### src/rtl/uart_pkg.sv
// Shared definitions for the UART transmit path: FSM state encoding and line levels.
package uart_pkg;

    typedef enum logic [1:0] {
        IDLE  = 2'd0,
        START = 2'd1,
        DATA  = 2'd2,
        STOP  = 2'd3
    } txState_t;

    localparam int   UART_DATA_BITS = 8;
    localparam logic LINE_IDLE      = 1'b1;
    localparam logic LINE_STOP      = 1'b1;
    localparam logic LINE_START     = 1'b0;

endpackage

### src/rtl/sync_fifo.sv
// Single-clock FIFO with registered count/full/empty and asynchronous read of the head entry.
module sync_fifo #(
    parameter int WIDTH = 8,
    parameter int DEPTH = 16,
    parameter int CNT_W = $clog2(DEPTH) + 1
) (
    input  logic             clk,
    input  logic             rst,
    input  logic             wrEn,
    input  logic [WIDTH-1:0] wrData,
    input  logic             rdEn,
    output logic [WIDTH-1:0] rdData,
    output logic             full,
    output logic             empty,
    output logic [CNT_W-1:0] count
);

    localparam int PTR_W = $clog2(DEPTH);

    logic [WIDTH-1:0] mem [DEPTH];
    logic [PTR_W-1:0] wrPtr;
    logic [PTR_W-1:0] rdPtr;
    logic             doWr;
    logic             doRd;
    logic [CNT_W-1:0] countNext;

    // full/empty are the registered flags, so a write while full is dropped even if a pop happens
    assign doWr = wrEn && !full;
    assign doRd = rdEn && !empty;

    always_comb begin
        countNext = count;
        if (doWr && !doRd) begin
            countNext = count + CNT_W'(1);
        end else if (!doWr && doRd) begin
            countNext = count - CNT_W'(1);
        end
    end

    always_ff @(posedge clk or posedge rst) begin
        if (rst) begin
            wrPtr <= '0;
            rdPtr <= '0;
            count <= '0;
            full  <= 1'b0;
            empty <= 1'b1;
        end else begin
            if (doWr) begin
                wrPtr <= wrPtr + PTR_W'(1);
            end
            if (doRd) begin
                rdPtr <= rdPtr + PTR_W'(1);
            end
            count <= countNext;
            full  <= (countNext == CNT_W'(DEPTH));
            empty <= (countNext == '0);
        end
    end

    always_ff @(posedge clk) begin
        if (doWr) begin
            mem[wrPtr] <= wrData;
        end
    end

    assign rdData = mem[rdPtr];

endmodule

### src/rtl/uart_tx_fifo.sv
// Buffered 8N1 UART transmitter: bytes queue in a FIFO and drain LSB first at CLKS_PER_BIT clocks per bit.
module uart_tx_fifo
    import uart_pkg::*;
#(
    parameter int CLKS_PER_BIT = 4,
    parameter int FIFO_DEPTH   = 16,
    parameter int CNT_W        = $clog2(FIFO_DEPTH) + 1
) (
    input  logic             clk,
    input  logic             rst,
    input  logic [7:0]       dataIn,
    input  logic             wrEn,
    output logic             full,
    output logic             empty,
    output logic [CNT_W-1:0] count,
    output logic             overflow,
    output logic             busy,
    output logic             txOut
);

    localparam int                TMR_W    = $clog2(CLKS_PER_BIT);
    localparam int                BIT_W    = $clog2(UART_DATA_BITS);
    localparam logic [TMR_W-1:0]  TMR_LOAD = TMR_W'(CLKS_PER_BIT - 1);
    localparam logic [BIT_W-1:0]  LAST_BIT = BIT_W'(UART_DATA_BITS - 1);

    txState_t                    state;
    txState_t                    stateNext;
    logic [TMR_W-1:0]            timer;
    logic [TMR_W-1:0]            timerNext;
    logic [BIT_W-1:0]            bitIdx;
    logic [BIT_W-1:0]            bitIdxNext;
    logic [UART_DATA_BITS-1:0]   shiftReg;
    logic [UART_DATA_BITS-1:0]   shiftNext;
    logic [UART_DATA_BITS-1:0]   fifoData;
    logic                        pop;
    logic                        txNext;

    sync_fifo #(
        .WIDTH (UART_DATA_BITS),
        .DEPTH (FIFO_DEPTH),
        .CNT_W (CNT_W)
    ) uFifo (
        .clk    (clk),
        .rst    (rst),
        .wrEn   (wrEn),
        .wrData (dataIn),
        .rdEn   (pop),
        .rdData (fifoData),
        .full   (full),
        .empty  (empty),
        .count  (count)
    );

    always_comb begin
        stateNext  = state;
        timerNext  = timer;
        bitIdxNext = bitIdx;
        shiftNext  = shiftReg;
        pop        = 1'b0;
        txNext     = LINE_IDLE;
        case (state)
            IDLE: begin
                if (!empty) begin
                    pop        = 1'b1;
                    shiftNext  = fifoData;
                    timerNext  = TMR_LOAD;
                    bitIdxNext = '0;
                    stateNext  = START;
                end
            end
            START: begin
                txNext = LINE_START;
                if (timer == '0) begin
                    timerNext = TMR_LOAD;
                    stateNext = DATA;
                end else begin
                    timerNext = timer - TMR_W'(1);
                end
            end
            DATA: begin
                txNext = shiftReg[0];
                if (timer == '0) begin
                    timerNext = TMR_LOAD;
                    shiftNext = {1'b0, shiftReg[UART_DATA_BITS-1:1]};
                    if (bitIdx == LAST_BIT) begin
                        stateNext = STOP;
                    end else begin
                        bitIdxNext = bitIdx + BIT_W'(1);
                    end
                end else begin
                    timerNext = timer - TMR_W'(1);
                end
            end
            STOP: begin
                txNext = LINE_STOP;
                if (timer == '0) begin
                    // chain straight into the next start bit when more data is waiting
                    if (!empty) begin
                        pop        = 1'b1;
                        shiftNext  = fifoData;
                        timerNext  = TMR_LOAD;
                        bitIdxNext = '0;
                        stateNext  = START;
                    end else begin
                        stateNext = IDLE;
                    end
                end else begin
                    timerNext = timer - TMR_W'(1);
                end
            end
            default: begin
                stateNext = IDLE;
            end
        endcase
    end

    always_ff @(posedge clk or posedge rst) begin
        if (rst) begin
            state    <= IDLE;
            timer    <= '0;
            bitIdx   <= '0;
            txOut    <= LINE_IDLE;
            overflow <= 1'b0;
        end else begin
            state    <= stateNext;
            timer    <= timerNext;
            bitIdx   <= bitIdxNext;
            txOut    <= txNext;
            overflow <= overflow | (wrEn & full);
        end
    end

    always_ff @(posedge clk) begin
        shiftReg <= shiftNext;
    end

    assign busy = (state != IDLE);

endmodule
### config.mk
export PLATFORM = sky130hd
export DESIGN_NAME = uart_tx_fifo
export DESIGN_NICKNAME = d
export VERILOG_FILES = /design/src/rtl/uart_pkg.sv /design/src/rtl/sync_fifo.sv /design/src/rtl/uart_tx_fifo.sv
export SDC_FILE = /design/constraint.sdc
export NUM_CORES = 1
export LEC_CHECK = 0
export CORE_MARGIN = 4
export CORE_UTILIZATION = 34
export DETAILED_ROUTE_END_ITERATION = 10
export PLACE_DENSITY = 0.56
export REMOVE_ABC_BUFFERS = 1
export SYNTH_ARGS = -nofsm -noshare
export SYNTH_HDL_FRONTEND = slang
export SYNTH_SLANG_ARGS = --single-unit
### constraint.sdc
create_clock -name clk -period 5.4 [get_ports clk]
set_clock_uncertainty 0.15 [all_clocks]
set_input_delay 1.08 -clock clk [delete_from_list [all_inputs] [get_ports clk]]
set_output_delay 1.08 -clock clk [all_outputs]
set_load 0.02 [all_outputs]
Figure 1. Metal layers overlaid.
Bar = 50 um.
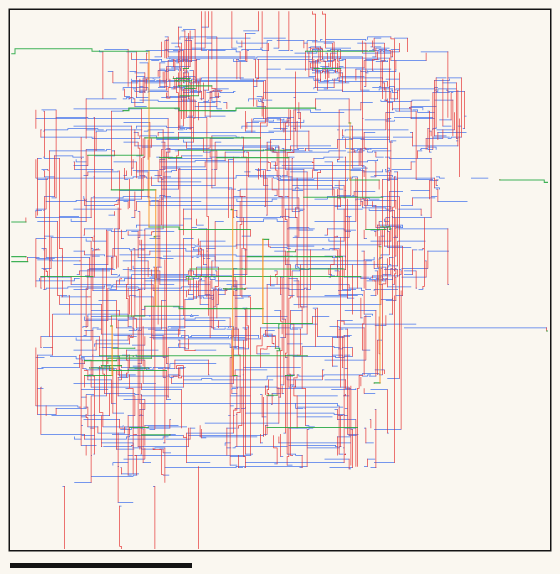
- red: M2 (wire length 6340 um)
- orange: M4 (wire length 216 um)
- blue: M1 (wire length 6040 um)
- green: M3 (wire length 730 um)
vias: 3426
total track usage: 12.95%
average routed wire per standard cell: 19.57 um

Figure 2. Routed clock nets over the placement.
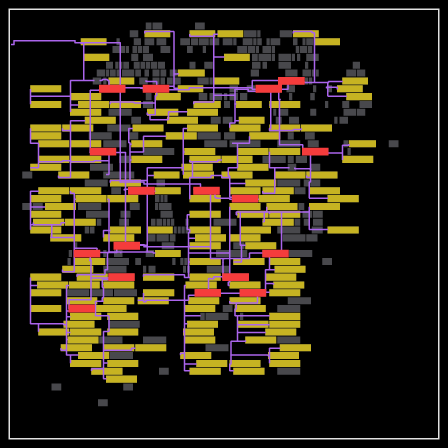
- red: clock-net drivers (count 17)
- yellow: flip-flops (count 160)
- purple: clock wires (length 1840 um)
- routed clock nets: 18
Latency at later pin: 0.42 ns
clock power share: 28.9%
Clock Power: 1.29 mW

Figure 3. Track usage over the die.
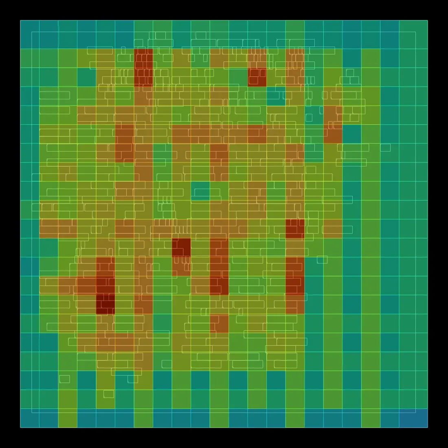
gr busiest metal: met2
met3 GRT Util: 3.504%
met1 Track Usage GR: 18.26%

Figure 4. Cell area per tile.
15 x 15 tiles, from dark blue (low) to red (high), 0 to 100% covered.
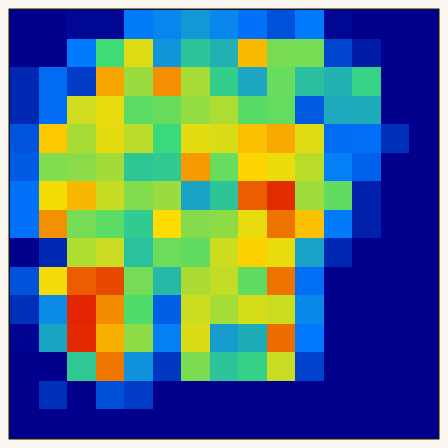
- densest ninth of the die: middle
- tiles over 75% full: 11%
- fullest tile: 96%
fp_density: 34.52%
core box area: 19400 um^2
Final Util: 40.18%

==> results.txt <==
Synth warnings - 0
Main synth FF type - edfxtp_1
Post-synth ARST share - 15.00%
Synth mux share - 13.90%
status - finished clean
die footprint - 22000 um^2
internal power - 3.064 mW
first-pass GRT wire length - 21270 um
tool warnings - 34
Critical Path RT - 5.28 ns
most frequent logic cell in the layout - edfxtp_1
Max Clock Freq - 0.2748 GHz
Adder-Cell Fraction of Synth Area - 2.990%
Worst Hold Launch - overflow
CTS tree - yes
combinational power share - 30.8%
DRC - 0
dpl hpwl - 8718 um
DRT Pass-1 Iters - 5
worst hold endpoint - overflow
Hold Crit Class - register to register
sw power - 1.399 mW
Syn-to-layout area delta - 16.39%
critical path data arrival time - 3.52 ns
post_cts resized - 0
largest net degree at the start of global routing - 36
[state kept, by name (all words and copies together) (netlist names)]
register / cells
uFifo.rdPtr: 4
timer: 2
uFifo.full: 1
uFifo.wrPtr: 4
uFifo.mem: 128
bitIdx: 3
state: 2
uFifo.count: 5
uFifo.empty: 1
overflow: 1
shiftReg: 8
txOut: 1
[cell type report]
class,instances,area share [%]
Clock buffer,17,5.458
Clock inverter,14,2.761
Inverter,15,0.7224
Multi-Input combinational cell,188,23.89
Sequential cell,160,60.15
Tap cell,265,4.254
Timing Repair Buffer,22,2.761
[routing by layer]
layer / GRT usage (%) / up-vias / wire (um)
met4: 4.249 / 0 / 215
met1: 18.26 / 1747 / 6044
met2: 19.62 / 104 / 6337
met3: 3.504 / 17 / 729
met5: 0 / - / 0
li1: - / 1558 / -
Power figures rest on the tool's default switching activity, not on a simulated workload.
